Figure 1. Supply network.
Pins as bars on the die edge.
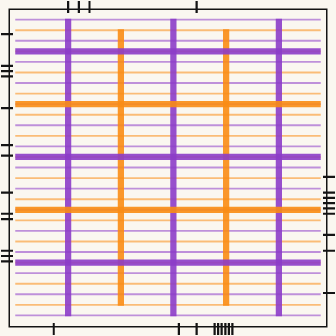
Figure 2. Placed cells, one color a class.
Scale bar: 20 um.
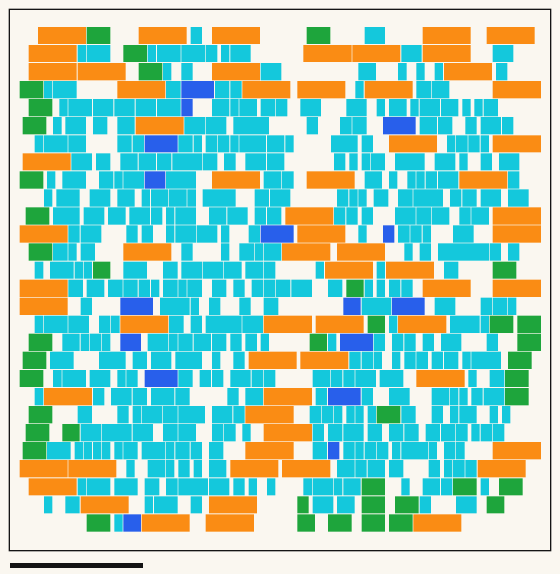
Figure 3. Routed clock nets over the placement.
Scale bar: 20 um.
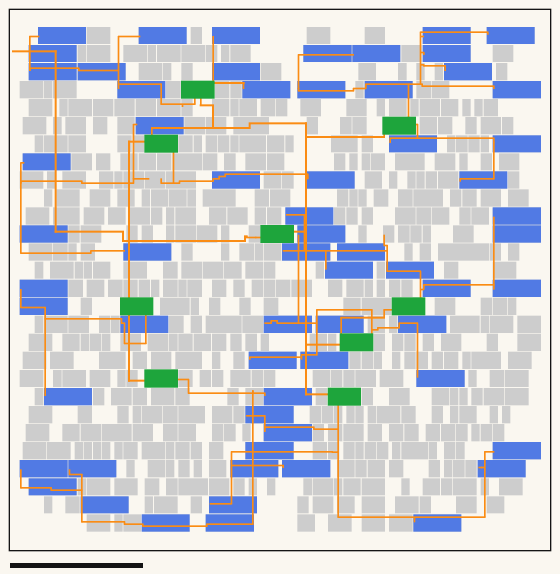
Figure 4. Routed metal, one color a layer.
Two of the layers only.
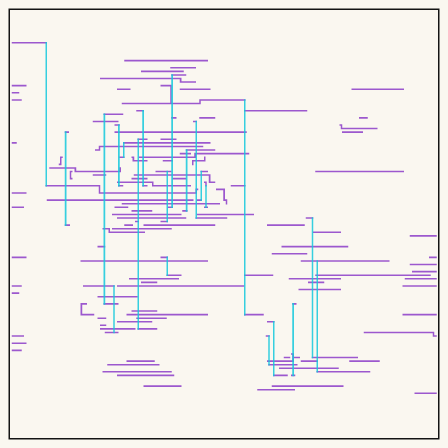
$ cat src/rtl/note_player_if.sv
// Command channel from the melody sequencer to the note player.
// The sequencer side drives a {half-period, duration} command under valid/ready.
interface note_player_if #(
  parameter int HALF_W = 16,
  parameter int DUR_W  = 12
);
  logic              i_valid;
  logic              o_ready;
  logic [HALF_W-1:0] i_half;
  logic [DUR_W-1:0]  i_dur;

  modport master (
    output i_valid,
    output i_half,
    output i_dur,
    input  o_ready
  );

  modport slave (
    input  i_valid,
    input  i_half,
    input  i_dur,
    output o_ready
  );
endinterface

$ cat src/rtl/note_player.sv
// Plays {half-period, duration} commands as 50% square waves or rests for an
// exact number of duration ticks, then pulses o_done once per command.
module note_player #(
  parameter int CLK_FREQ  = 48_000_000,
  parameter int TICK_FREQ = 1000,
  parameter int HALF_W    = 16,
  parameter int DUR_W     = 12
) (
  input  logic         clk,
  input  logic         rst,
  note_player_if.slave cmd,
  output logic         out,
  output logic         o_busy,
  output logic         o_done
);

  localparam int TICK_CNT = CLK_FREQ / TICK_FREQ;
  localparam int PW       = (TICK_CNT > 1) ? $clog2(TICK_CNT) : 1;

  localparam logic [PW-1:0]     PRESC_MAX = PW'(TICK_CNT - 1);
  localparam logic [PW-1:0]     PRESC_ZERO = {PW{1'b0}};
  localparam logic [HALF_W-1:0] HALF_ZERO = {HALF_W{1'b0}};
  localparam logic [HALF_W-1:0] HALF_ONE  = {{(HALF_W-1){1'b0}}, 1'b1};
  localparam logic [DUR_W-1:0]  DUR_ZERO  = {DUR_W{1'b0}};
  localparam logic [DUR_W-1:0]  DUR_ONE   = {{(DUR_W-1){1'b0}}, 1'b1};

  typedef enum logic [0:0] {
    IDLE = 1'b0,
    PLAY = 1'b1
  } state_t;

  state_t            state_r, state_s;
  logic [HALF_W-1:0] half_r, half_s;
  logic [HALF_W-1:0] timer_r, timer_s;
  logic [PW-1:0]     presc_r, presc_s;
  logic [DUR_W-1:0]  remaining_r, remaining_s;
  logic              out_r, out_s;
  logic              done_r, done_s;

  assign cmd.o_ready = (state_r == IDLE);
  assign o_busy      = (state_r == PLAY);
  assign out         = out_r;
  assign o_done      = done_r;

  // State and datapath registers with synchronous reset
  always_ff @(posedge clk) begin
    if (rst) begin
      state_r     <= IDLE;
      half_r      <= HALF_ZERO;
      timer_r     <= HALF_ZERO;
      presc_r     <= PRESC_ZERO;
      remaining_r <= DUR_ZERO;
      out_r       <= 1'b0;
      done_r      <= 1'b0;
    end else begin
      state_r     <= state_s;
      half_r      <= half_s;
      timer_r     <= timer_s;
      presc_r     <= presc_s;
      remaining_r <= remaining_s;
      out_r       <= out_s;
      done_r      <= done_s;
    end
  end

  // Next-state, wave timer, duration prescaler and done pulse
  always_comb begin
    state_s     = state_r;
    half_s      = half_r;
    timer_s     = timer_r;
    presc_s     = presc_r;
    remaining_s = remaining_r;
    out_s       = out_r;
    done_s      = 1'b0;

    case (state_r)
      IDLE: begin
        out_s = 1'b0;
        if (cmd.i_valid) begin
          if (cmd.i_dur != DUR_ZERO) begin
            half_s      = cmd.i_half;
            // A rest never consults the timer, so keep it at 0 instead of wrapping.
            timer_s     = (cmd.i_half == HALF_ZERO) ? HALF_ZERO : (cmd.i_half - HALF_ONE);
            presc_s     = PRESC_MAX;
            remaining_s = cmd.i_dur;
            state_s     = PLAY;
          end else begin
            done_s = 1'b1;
          end
        end else begin
          done_s = 1'b0;
        end
      end

      PLAY: begin
        if (half_r == HALF_ZERO) begin
          out_s = 1'b0;
        end else if (timer_r == HALF_ZERO) begin
          timer_s = half_r - HALF_ONE;
          out_s   = ~out_r;
        end else begin
          timer_s = timer_r - HALF_ONE;
        end

        // The end-of-note branch comes last so it overrides a same-edge toggle.
        if (presc_r == PRESC_ZERO) begin
          presc_s     = PRESC_MAX;
          remaining_s = remaining_r - DUR_ONE;
          if (remaining_r == DUR_ONE) begin
            state_s = IDLE;
            out_s   = 1'b0;
            done_s  = 1'b1;
          end else begin
            state_s = PLAY;
          end
        end else begin
          presc_s = presc_r - {{(PW-1){1'b0}}, 1'b1};
        end
      end

      default: begin
        state_s = IDLE;
        out_s   = 1'b0;
      end
    endcase
  end

endmodule

$ cat src/flat_wrapper.sv
// flat-port wrapper written by rule: the top's interface ports become plain ports
module note_player_flat 
#(
  parameter int CLK_FREQ  = 48_000_000,
  parameter int TICK_FREQ = 1000,
  parameter int HALF_W    = 16,
  parameter int DUR_W     = 12
)
  (clk, rst, out, o_busy, o_done, cmd_i_valid, cmd_i_half, cmd_i_dur, cmd_o_ready);
  note_player_if #(.HALF_W(HALF_W), .DUR_W(DUR_W)) cmd_i ();
  input  logic clk;
  input  logic rst;
  output logic out;
  output logic o_busy;
  output logic o_done;
  input wire logic [$bits(cmd_i.i_valid)-1:0] cmd_i_valid;
  input wire logic [$bits(cmd_i.i_half)-1:0] cmd_i_half;
  input wire logic [$bits(cmd_i.i_dur)-1:0] cmd_i_dur;
  output wire logic [$bits(cmd_i.o_ready)-1:0] cmd_o_ready;
  assign cmd_i.i_valid = cmd_i_valid;
  assign cmd_i.i_half = cmd_i_half;
  assign cmd_i.i_dur = cmd_i_dur;
  assign cmd_o_ready = cmd_i.o_ready;
  note_player #(.CLK_FREQ(CLK_FREQ), .TICK_FREQ(TICK_FREQ), .HALF_W(HALF_W), .DUR_W(DUR_W)) u_core (.clk(clk), .rst(rst), .cmd(cmd_i), .out(out), .o_busy(o_busy), .o_done(o_done));
endmodule
$ cat config.mk
export PLATFORM = sky130hd
export DESIGN_NAME = note_player_flat
export DESIGN_NICKNAME = d
export VERILOG_FILES = /design/src/rtl/note_player_if.sv /design/src/rtl/note_player.sv /design/src/flat_wrapper.sv
export SDC_FILE = /design/constraint.sdc
export NUM_CORES = 1
export LEC_CHECK = 0
export CORE_UTILIZATION = 63
export CTS_CLUSTER_DIAMETER = 60
export DETAILED_ROUTE_END_ITERATION = 7
export GPL_ROUTABILITY_DRIVEN = 0
export MAX_ROUTING_LAYER = met4
export PLACE_DENSITY = 0.86
export SKIP_CTS_REPAIR_TIMING = 1
export SLEW_MARGIN = 20
export SYNTH_ARGS = -nofsm -noshare
export SYNTH_HDL_FRONTEND = slang
export SYNTH_SLANG_ARGS = --single-unit
$ cat constraint.sdc
create_clock -name clk -period 6.5 [get_ports clk]
set_input_delay 1.3 -clock clk [delete_from_list [all_inputs] [get_ports clk]]
set_output_delay 1.3 -clock clk [all_outputs]
set_load 0.05 [all_outputs]
==> impl_metrics.py <==
# Auto-generated metrics
metrics = {
    "clock_tree": {
        "cts_buffer_depth": 2,
    },
    "final_layout": {
        "area_growth_pct": 13.9,
        "bufAreaShareNonClock_pct": 8.58,
        "n_fill_cell": 476,
        "logic_area_um2": 2560,
        "logic_gate_count": 402,
        "seq_area_um2": 1260,
        "lay_top_count": "nor2_1",
    },
    "logic_synthesis": {
        "ys.flops": 63,
        "yosys_cells": 502,
        "ys_sh_mux_pct": 4.86,
        "synth.logic.top_family": "simple AND/OR/NAND/NOR gates",
        "synthTopCellsByArea": "dfxtp_1 (32%), nor2_1 (6.7%), a21oi_1 (4.4%)",
        "synth-compound-area-share_pct": 24.9,
        "ys_sh_simple_pct": 28.1,
        "top_cells_by_count": "nor2_1 (71), dfxtp_1 (63), a21oi_1 (35)",
        "syn_avg_cell_area_um2": 7.90,
    },
    "global_route": {
        "grtUsageMet2_pct": 58.5,
        "grt_overflow": 0,
        "grt_pass1_vias": 3882,
        "grt_usage_pct": 35.3,
        "use_met3_pct": 7.75,
    },
    "power_and_ir_drop": {
        "pg_comb_uw": 316,
        "p_per_area_nw_per_um2": 241,
        "swShare_pct": 36.7,
        "power.switching_uw": 399,
        "top_power_group": "registers",
    },
    "setup_path": {
        "crit_start": "u_core.o_busy",
        "r2r_cells": 11,
        "crit_end": "o_busy",
        "path_depth": 2,
    },
    "final_timing": {
        "layout_min_cycle_time_ns": 3.45,
        "holdWs_ns": 0.490,
        "fin_setup_tns_ns": 0,
        "timing.fmax_ghz": 0.289,
        "setup_viol": 0,
        "slew_headroom_pct": 31.3,
    },
    "place": {
        "io_buffer_count": 34,
    },
    "detailed_routing": {
        "routedWlPerCell_um": 18.0,
        "met2_length_um": 5310,
        "wl_met1_um": 4390,
        "via_count": 4180,
        "drtIter0Drc": 308,
    },
    "run_status": {
        "outcome": "finished, final reports clean",
    },
    "min_path": {
        "hold_depth": 2,
    },
    "floorplanning": {
        "initCoreUtil_pct": 66.2,
        "dieArea_um2": 6620,
    },
}
Notes on Figure 1 above:
- purple: VSS
- orange: VDD
- met5 straps: 5
- met1 rails: 29
- rows: 28
- signal pins: 35
- met4 straps: 5
Die Wd: 81.4 um
worst vdd ir: 0.165 mV
die y size: 81.4 um
core box area: 5990 um2

Notes on Figure 2 above:
- orange: flops (cells 63)
- blue: clock drivers and dummy loads (cells 16)
- cyan: combinational and other logic (cells 415)
- green: other buffers and delay cells (cells 41)

Notes on Figure 3 above:
- blue: flip-flops (count 63)
- green: clock drivers (count 9)
- orange: clock wires (length 857 um)
- flops lie: widely spread
- routed clock nets: 10
Worst Skew: 0.0150 ns
latest clock arrival within the worst-skew pair: 0.35 ns

Notes on Figure 4 above:
- cyan: metal 4 (wire length 350 um)
- purple: metal 3 (wire length 920 um)

==> tightest hold or removal path, stage by stage (launching register included) <==
cell	delay, ns
dfxtp_1	0.32
o21ai_0	0.07
a21oi_1	0.06
==> registers in the layout, summed over array words and instances, names as in the netlist <==
register	cells
u_core.half_r	16
u_core.o_busy	1
u_core.o_done	1
u_core.out	1
u_core.presc_r	16
u_core.remaining_r	12
u_core.timer_r	16
==> stage by stage <==
| stage | instance area [um2] | setup WS [ns] | util [%] |
|---|---|---|---|
| CTS | 4520 | 3.08 | 75.5 |
| finish | 4520 | 3.05 | 75.5 |
| global placement | 4350 | 2.97 | 72.6 |
| global route | 4520 | 2.95 | 75.5 |
| floorplan | 3970 | 3.59 | - |
| detailed placement | 4350 | 2.91 | 72.6 |
